**config.mk**
```make
export PLATFORM = sky130hd
export DESIGN_NAME = prog_memory_loader_flat
export DESIGN_NICKNAME = d
export VERILOG_FILES = /design/src/rtl/prog_memory_loader_if.sv /design/src/rtl/prog_memory_loader.sv /design/src/flat_wrapper.sv
export SDC_FILE = /design/constraint.sdc
export NUM_CORES = 2
export LEC_CHECK = 0
export CAP_MARGIN = 40
export CORE_MARGIN = 2
export CORE_UTILIZATION = 57
export CTS_CLUSTER_DIAMETER = 50
export DETAILED_ROUTE_END_ITERATION = 6
export MAX_ROUTING_LAYER = met4
export PLACE_DENSITY = 0.81
export SETUP_SLACK_MARGIN = 0.05
export SYNTH_ARGS = -nofsm -noshare
export SYNTH_HDL_FRONTEND = slang
export SYNTH_SLANG_ARGS = --single-unit
```
**constraint.sdc**
```tcl
create_clock -name clk -period 3.75 [get_ports clk]
set_clock_uncertainty 0.05 [all_clocks]
set_input_delay 0.375 -clock clk [delete_from_list [all_inputs] [get_ports clk]]
set_output_delay 0.375 -clock clk [all_outputs]
set_load 0.005 [all_outputs]
```
**src/rtl/prog_memory_loader_if.sv**
```systemverilog
// Loader byte stream plus the processor's memory ports, bundled for prog_memory_loader.
interface prog_memory_loader_if #(parameter int n = 8);
  logic         load_start;
  logic         ld_valid;
  logic [n-1:0] ld_data;
  logic         ld_ready;
  logic         load_done;
  logic         load_err;
  logic         cpu_reset;
  logic [n-1:0] mem_rd_addr1;
  logic [n-1:0] mem_rd_data1;
  logic [n-1:0] mem_rd_addr2;
  logic [n-1:0] mem_rd_data2;
  logic         mem_wr_en;
  logic [n-1:0] mem_wr_addr;
  logic [n-1:0] mem_wr_data;

  modport master (
    output load_start, ld_valid, ld_data,
    output mem_rd_addr1, mem_rd_addr2, mem_wr_en, mem_wr_addr, mem_wr_data,
    input  ld_ready, load_done, load_err, cpu_reset, mem_rd_data1, mem_rd_data2
  );

  modport slave (
    input  load_start, ld_valid, ld_data,
    input  mem_rd_addr1, mem_rd_addr2, mem_wr_en, mem_wr_addr, mem_wr_data,
    output ld_ready, load_done, load_err, cpu_reset, mem_rd_data1, mem_rd_data2
  );
endinterface

```
**src/rtl/prog_memory_loader.sv**
```systemverilog
// Unified instruction/data memory with a checksum-verified byte-serial program loader
// that holds the processor in reset until a good image has been streamed in.
module prog_memory_loader #(
  parameter int n = 8
) (
  input  logic                 clk,
  input  logic                 reset,
  prog_memory_loader_if.slave  bus
);
  typedef enum logic [2:0] {
    ST_IDLE, ST_HDR, ST_DATA, ST_CSUM, ST_RUN, ST_ERR
  } state_t;

  localparam int DEPTH = 2 ** n;

  state_t         state_q, state_d;
  logic [n-1:0]   ptr_q, ptr_d;
  logic [n-1:0]   sum_q, sum_d;
  logic [n:0]     cnt_q, cnt_d;
  logic           cpu_reset_q, cpu_reset_d;
  logic           ld_ready_q, ld_ready_d;
  logic           load_done_q, load_done_d;
  logic           load_err_q, load_err_d;

  logic [n-1:0]   mem_q [DEPTH];
  logic           wr_en;
  logic [n-1:0]   wr_addr, wr_data;
  logic           xfer;

  assign xfer = bus.ld_valid & ld_ready_q;

  always_ff @(posedge clk or posedge reset) begin
    if (reset) begin
      state_q     <= ST_IDLE;
      ptr_q       <= '0;
      sum_q       <= '0;
      cnt_q       <= '0;
      cpu_reset_q <= 1'b1;
      ld_ready_q  <= 1'b0;
      load_done_q <= 1'b0;
      load_err_q  <= 1'b0;
    end else begin
      state_q     <= state_d;
      ptr_q       <= ptr_d;
      sum_q       <= sum_d;
      cnt_q       <= cnt_d;
      cpu_reset_q <= cpu_reset_d;
      ld_ready_q  <= ld_ready_d;
      load_done_q <= load_done_d;
      load_err_q  <= load_err_d;
    end
  end

  // load_start overrides everything, including a transfer in the same cycle
  always_comb begin
    state_d = state_q;
    if (bus.load_start) begin
      state_d = ST_HDR;
    end else begin
      case (state_q)
        ST_HDR:  if (xfer) state_d = ST_DATA;
        ST_DATA: if (xfer && cnt_q == (n+1)'(1)) state_d = ST_CSUM;
        ST_CSUM: if (xfer) state_d = (bus.ld_data == sum_q) ? ST_RUN : ST_ERR;
        default: state_d = state_q;
      endcase
    end
  end

  always_comb begin
    ptr_d   = ptr_q;
    sum_d   = sum_q;
    cnt_d   = cnt_q;
    wr_en   = 1'b0;
    wr_addr = bus.mem_wr_addr;
    wr_data = bus.mem_wr_data;
    if (bus.load_start) begin
      ptr_d = '0;
      sum_d = '0;
    end else if (state_q == ST_HDR && xfer) begin
      // A zero length byte encodes a full-depth image
      cnt_d = (bus.ld_data == '0) ? {1'b1, {n{1'b0}}} : {1'b0, bus.ld_data};
    end else if (state_q == ST_DATA && xfer) begin
      wr_en   = 1'b1;
      wr_addr = ptr_q;
      wr_data = bus.ld_data;
      ptr_d   = ptr_q + n'(1);
      sum_d   = sum_q + bus.ld_data;
      cnt_d   = cnt_q - (n+1)'(1);
    end else if (state_q == ST_RUN && bus.mem_wr_en) begin
      wr_en = 1'b1;
    end
    ld_ready_d  = (state_d == ST_HDR) || (state_d == ST_DATA) || (state_d == ST_CSUM);
    load_done_d = (state_d == ST_RUN);
    load_err_d  = (state_d == ST_ERR);
    cpu_reset_d = (state_d != ST_RUN);
  end

  // Array is never reset; reads see the pre-edge contents during a write
  always_ff @(posedge clk) begin
    if (wr_en) mem_q[wr_addr] <= wr_data;
  end

  assign bus.mem_rd_data1 = mem_q[bus.mem_rd_addr1];
  assign bus.mem_rd_data2 = mem_q[bus.mem_rd_addr2];
  assign bus.ld_ready     = ld_ready_q;
  assign bus.load_done    = load_done_q;
  assign bus.load_err     = load_err_q;
  assign bus.cpu_reset    = cpu_reset_q;
endmodule
```
**src/flat_wrapper.sv**
```systemverilog
// flat-port wrapper written by rule: the top's interface ports become plain ports
module prog_memory_loader_flat 
#(
  parameter int n = 8
)
  (clk, reset, bus_load_start, bus_ld_valid, bus_ld_data, bus_mem_rd_addr1, bus_mem_rd_addr2, bus_mem_wr_en, bus_mem_wr_addr, bus_mem_wr_data, bus_ld_ready, bus_load_done, bus_load_err, bus_cpu_reset, bus_mem_rd_data1, bus_mem_rd_data2);
  prog_memory_loader_if #(.n(n)) bus_i ();
  input  logic clk;
  input  logic reset;
  input wire logic [$bits(bus_i.load_start)-1:0] bus_load_start;
  input wire logic [$bits(bus_i.ld_valid)-1:0] bus_ld_valid;
  input wire logic [$bits(bus_i.ld_data)-1:0] bus_ld_data;
  input wire logic [$bits(bus_i.mem_rd_addr1)-1:0] bus_mem_rd_addr1;
  input wire logic [$bits(bus_i.mem_rd_addr2)-1:0] bus_mem_rd_addr2;
  input wire logic [$bits(bus_i.mem_wr_en)-1:0] bus_mem_wr_en;
  input wire logic [$bits(bus_i.mem_wr_addr)-1:0] bus_mem_wr_addr;
  input wire logic [$bits(bus_i.mem_wr_data)-1:0] bus_mem_wr_data;
  output wire logic [$bits(bus_i.ld_ready)-1:0] bus_ld_ready;
  output wire logic [$bits(bus_i.load_done)-1:0] bus_load_done;
  output wire logic [$bits(bus_i.load_err)-1:0] bus_load_err;
  output wire logic [$bits(bus_i.cpu_reset)-1:0] bus_cpu_reset;
  output wire logic [$bits(bus_i.mem_rd_data1)-1:0] bus_mem_rd_data1;
  output wire logic [$bits(bus_i.mem_rd_data2)-1:0] bus_mem_rd_data2;
  assign bus_i.load_start = bus_load_start;
  assign bus_i.ld_valid = bus_ld_valid;
  assign bus_i.ld_data = bus_ld_data;
  assign bus_i.mem_rd_addr1 = bus_mem_rd_addr1;
  assign bus_i.mem_rd_addr2 = bus_mem_rd_addr2;
  assign bus_i.mem_wr_en = bus_mem_wr_en;
  assign bus_i.mem_wr_addr = bus_mem_wr_addr;
  assign bus_i.mem_wr_data = bus_mem_wr_data;
  assign bus_ld_ready = bus_i.ld_ready;
  assign bus_load_done = bus_i.load_done;
  assign bus_load_err = bus_i.load_err;
  assign bus_cpu_reset = bus_i.cpu_reset;
  assign bus_mem_rd_data1 = bus_i.mem_rd_data1;
  assign bus_mem_rd_data2 = bus_i.mem_rd_data2;
  prog_memory_loader #(.n(n)) u_core (.clk(clk), .reset(reset), .bus(bus_i));
endmodule
```
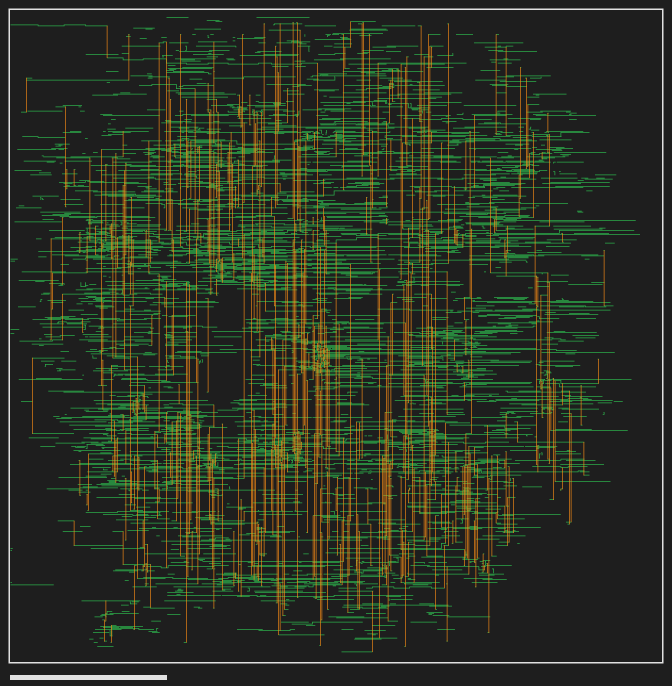
Fig. 1. Signal wires by layer.
The bar under the picture is 100 µm long. Two of the layers only.
met4: drawn in orange, wire length 23.0 mm. met3: drawn in green, wire length 42.0 mm.
Routed Wire Length: 316000 µm
GRT Util Overall: 37.6%
DR WL/cell: 38.1 µm
via count: 62100

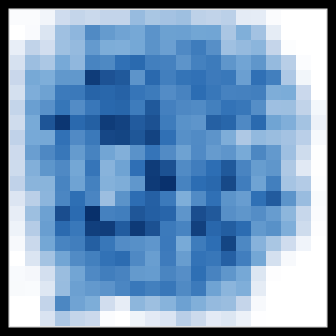
Fig. 2. Signal metal coverage by tile.
The die is cut into 21 by 21 equal tiles; white is low, dark blue is high, scaled to the fullest tile. Values are wire area over tile area, all layers added.
56% of the tiles are over half the peak. The mean over all tiles is 0.33. The fullest tile reaches 0.68. The emptiest ninth of the die: lower right.

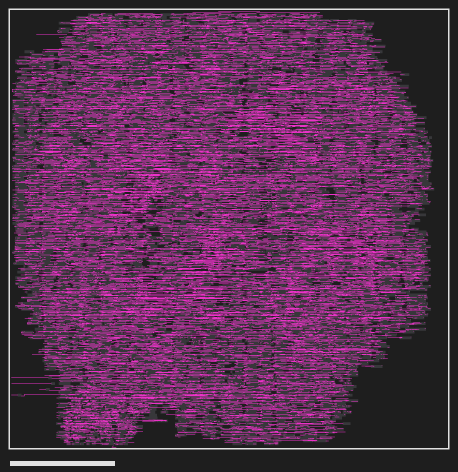
Fig. 3. Signal wires on met1.
The bar under the picture is 100 µm long.
The layer carries 104 mm of wire. 5742 nets have wire on it. The wires run mostly horizontal. The longest straight run is 100 µm.
met1 GRT Util: 47.8%

==> results_slide.txt <==
Flow Results at a Glance

Run status
  • Status: finished, violations left
  • Violated checks: negative setup slack

CTS
  • Clock sinks: 2080
  • CTS H-Tree Depth: 4
  • CTS buffer count: 213
  • Root buf cell: clkbuf_16
  • Clk pin slew, worst setup/hold paths: 0.06 ns
  • TritonCTS clock tree: built
  • Clk buf depth: 3
  • Late-Pin Clk Latency: 0.87 ns

Critical path
  • Reg-to-Reg Start: u_core.state_q[0]$_DFF_PP0_
  • Cells along the critical path: dlygate4sd2_1 > buf_12 > buf_4 > nand3b_1 > buf_6 > bufbuf_16 > o221ai_4 > a211oi_2 > buf_4 > a21oi_4 > buf_6 > a31oi_4 > nor4_4 > buf_2
  • Crit path largest cell delay: 0.56 ns
  • Critical path class: in2out
  • Setup crit start kind: input port
  • Worst Setup SP: bus_mem_rd_addr1[2]
  • Buf/Inv on CP: 8
  • Worst EP required: 3.32 ns
  • RR Endpoint: u_core.mem_q[224][3]$_DFFE_PP_
  • CP top delay family: buffers and inverters
  • Reg2Reg Depth: 10
  • Worst R2R Setup Slack: 0.26 ns
  • CP endpoint kind: primary output
  • CP endpoint: bus_mem_rd_data1[0]
  • Crit-path slowest cell: nor4_4
  • Crit path DAT: 3.33 ns
  • Max FO, Critical Path: 10
  • WP depth: 14

Synth
  • Synthesized area per cell: 19.2 µm²
  • Post-synth area hogs: edfxtp_1, mux4_2, mux2i_1
  • FFs w/ async S/R, synth: 1.54%
  • Ys cells: 5050
  • Post-Syn Area: 97000 µm²
  • Post-synth seq share: 64.2%
  • Area share, top type: 63.4%
  • Ys Warns: 0
  • #FFs+latches synth: 2080
  • EDFF count, synth: 2048
  • Post-synth top area cell: edfxtp_1
  • Post-Syn Instances: 5050
  • Yosys Chip Area: 97000 µm²
  • Top FF cell, synth: edfxtp_1
  • Post-synth cell types: 81
  • Mapped Nets: 5106

Final timing
  • # setup viols final: 1
  • Slew @ Worst Pin: 0.975 ns
  • Final worst-path cycle share: 100%
  • Final Slew Violations: 0
  • Final worst slack: -0.00801 ns
  • Max Fclk: 266 MHz
  • Slew margin rel.: 34.8%
  • Hold Vio Cnt, Final: 0
  • Min Tclk post-route: 3.76 ns
  • Hold WS: 0.179 ns
  • RSZ-0062 raised after global routing: yes

Floorplan
  • CORE AREA: 169000 µm²
  • DIE HEIGHT: 416 µm
  • Die area: 173000 µm²
  • Ports: 65
  • Fp util: 57.3%
  • Die width: 416 µm
  • # rows: 151

Layout
  • Share of layout cells above drive strength 1: 40.3%
  • Design Area, Final: 116000 µm²
  • Sequential cell area: 62300 µm²
  • Area grow syn2layout: 19.2%
  • Nets: 5935
  • Filler cells: 10100
  • Comb gate area: 33600 µm²

Placement
  • Dpl hpwl: 214000 µm
  • Port bufs: 64
  • Gpl congestion: 1.07
  • Placement Cell Area: 107000 µm²

Global route
  • Vias in the first global route: 61000
  • Grt total ovfl: 0
  • Largest net degree at the start of global routing: 109
  • Global-route wire length before repair: 447000 µm
  • Antenna violations before repair: 13

Min path
  • Hold Crit Start: bus_load_start
  • Cells on Worst Hold Path: 3
  • Min-Delay Path Class: in2reg
  • Worst Hold End: u_core.bus.ld_ready$_DFF_PP0_

Power
  • Static power due to leakage: 38.1 nW
  • Cell Pwr Density: 449 nW/µm²
  • VDD IR-drop max: 0.495 mV
  • Overall Power: 0.0519 W

Detailed routing
  • DR top layer: met4
  • WL met2: 147000 µm
  • Vias/cell: 7.50
  • ANT nets after route: 0
  • Drt pass-1 iters: 6
  • Remaining DRCs: 0
  • DR WL met3: 42000 µm
  • Drt initial violations: 10600
  • Met1 Wirelength: 104000 µm

Job
  • Tool warnings: 34
  • Max Cap Viol: 0
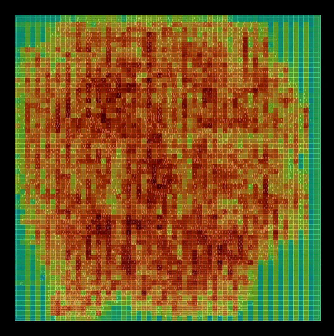
Fig. 4. Routing congestion.
post-layout util: 68.4%
grt peak-use layer: met2
GR Util met3: 9.18%

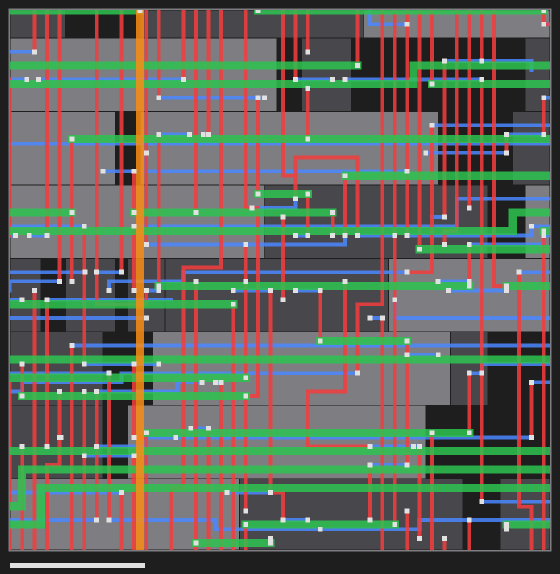
Fig. 5. Zoomed window.
The bar under the picture is 5 µm long. Window x 302 to 322, y 302 to 322 µm. Cells in grey, sequential cells in the stronger grey; small squares are vias.
met3: drawn in green. met1: drawn in blue. met2: drawn in red. met4: drawn in orange.
Netlist names of flops here include u_core.mem_q (7). 15 logic cells have their middle in the window. Most frequent: edfxtp_1 (7), mux4_2 (3). Sequential cells in the window: 7.

==> per-layer routing <==
metal	global-route usage, %	up-vias
li1	-	23500
met1	47.8	31900
met2	56.1	5677
met3	9.18	1023
met4	21.4	0
met5	-	-
==> timing repair <==
| item | 4_1_cts | 5_1_grt |
|---|---|---|
| setup buffers | 39 | 5 |
| resized | 273 | 37 |
| pin swaps | 97 | 36 |
| endpoints found under the hold margin | 31 | 0 |
| gates cloned | 1 | 0 |
| endpoints found under the setup margin | 16 | 15 |
| hold buffers | 1 | 0 |
==> synth_stat cells, types with 39 or more instances <==
master,number
buf_4,54
clkbuf_1,119
a22oi_1,103
nand2_1,114
a221oi_1,39
o22ai_1,204
nor2_1,321
nor3_1,47
mux4_2,937
buf_2,134
a21oi_1,79
mux2i_1,181
edfxtp_1,2048
a211oi_1,81
a22o_1,68
buf_1,49
==> layout by cell type, fill, tap and decap left out, types with 31 or more instances in the layout <==
cell type        synthesis  final
a211oi_1                81     54
edfxtp_1              2048   2048
nor2_1                 321    317
clkinv_1                 1     50
mux2i_1                181    177
dfrtp_1                 31     31
buf_12                  18    159
nor3_1                  47     37
nand2_1                114    102
a22o_1                  68     60
a21oi_1                 79     60
mux4_2                 937    944
a22oi_1                103    102
buf_4                   54    785
o22ai_1                204    181
clkdlybuf4s50_1          0     39
clkbuf_1               119     40
clkbuf_16                0    215
==> layout make-up <==
type	count	share of cell area (%)
tap	2218	2.40
timing repair buffer	1024	8.59
clock inverter	133	1.20
antenna	12	0.0260
sequential	2080	53.9
multi-input combinational	2549	29.1
clock buffer	255	4.78
inverter	11	0.0357
==> state kept, by name, indices dropped and copies added, names as in the netlist <==
register and count:
u_core.sum_q 8, u_core.ptr_q 8, u_core.state_q 3, u_core.cnt_q 9, u_core.bus.ld_ready 1, u_core.mem_q 2048
u_core.bus.load_err 1, u_core.bus.cpu_reset 1, u_core.bus.load_done 1
==> cell families (layout without fill, tap and decap cells) <==
family,Yosys count,in the layout,synth area share [%]
multiplexers,1154,1154,24.5
flip-flops,2080,2080,64.2
AND-OR/OR-AND,712,712,5.27
buffers and inverters,421,1423,2.60
AND/OR/NAND/NOR,659,659,3.17
XOR/XNOR,13,13,0.117
other,0,12,0
adder cells (fa/ha/maj),11,11,0.150
==> power by group <==
| part | internal, W | leakage (nW) | total [W] | switching, W |
|---|---|---|---|---|
| clock | 0.0120 | 3.34 | 0.0212 | 0.00923 |
| combinational | 0.00210 | 15.9 | 0.00503 | 0.00293 |
| sequential | 0.0256 | 18.8 | 0.0257 | 0.0000426 |
==> per-stage QoR <==
| stage | TNS [ns] | cells | worst slack, ns |
|---|---|---|---|
| floorplan | -433.24 | 5050 | -0.293 |
| global placement | -9.02 | 7841 | -0.951 |
| detailed placement | -9.26 | 7848 | -1.01 |
| CTS | -0.236 | 8267 | -0.119 |
| global route | -0.00449 | 8281 | -0.00395 |
| finish | -0.00801 | 8282 | -0.00801 |
Power figures rest on the tool's default switching activity, not on a simulated workload.
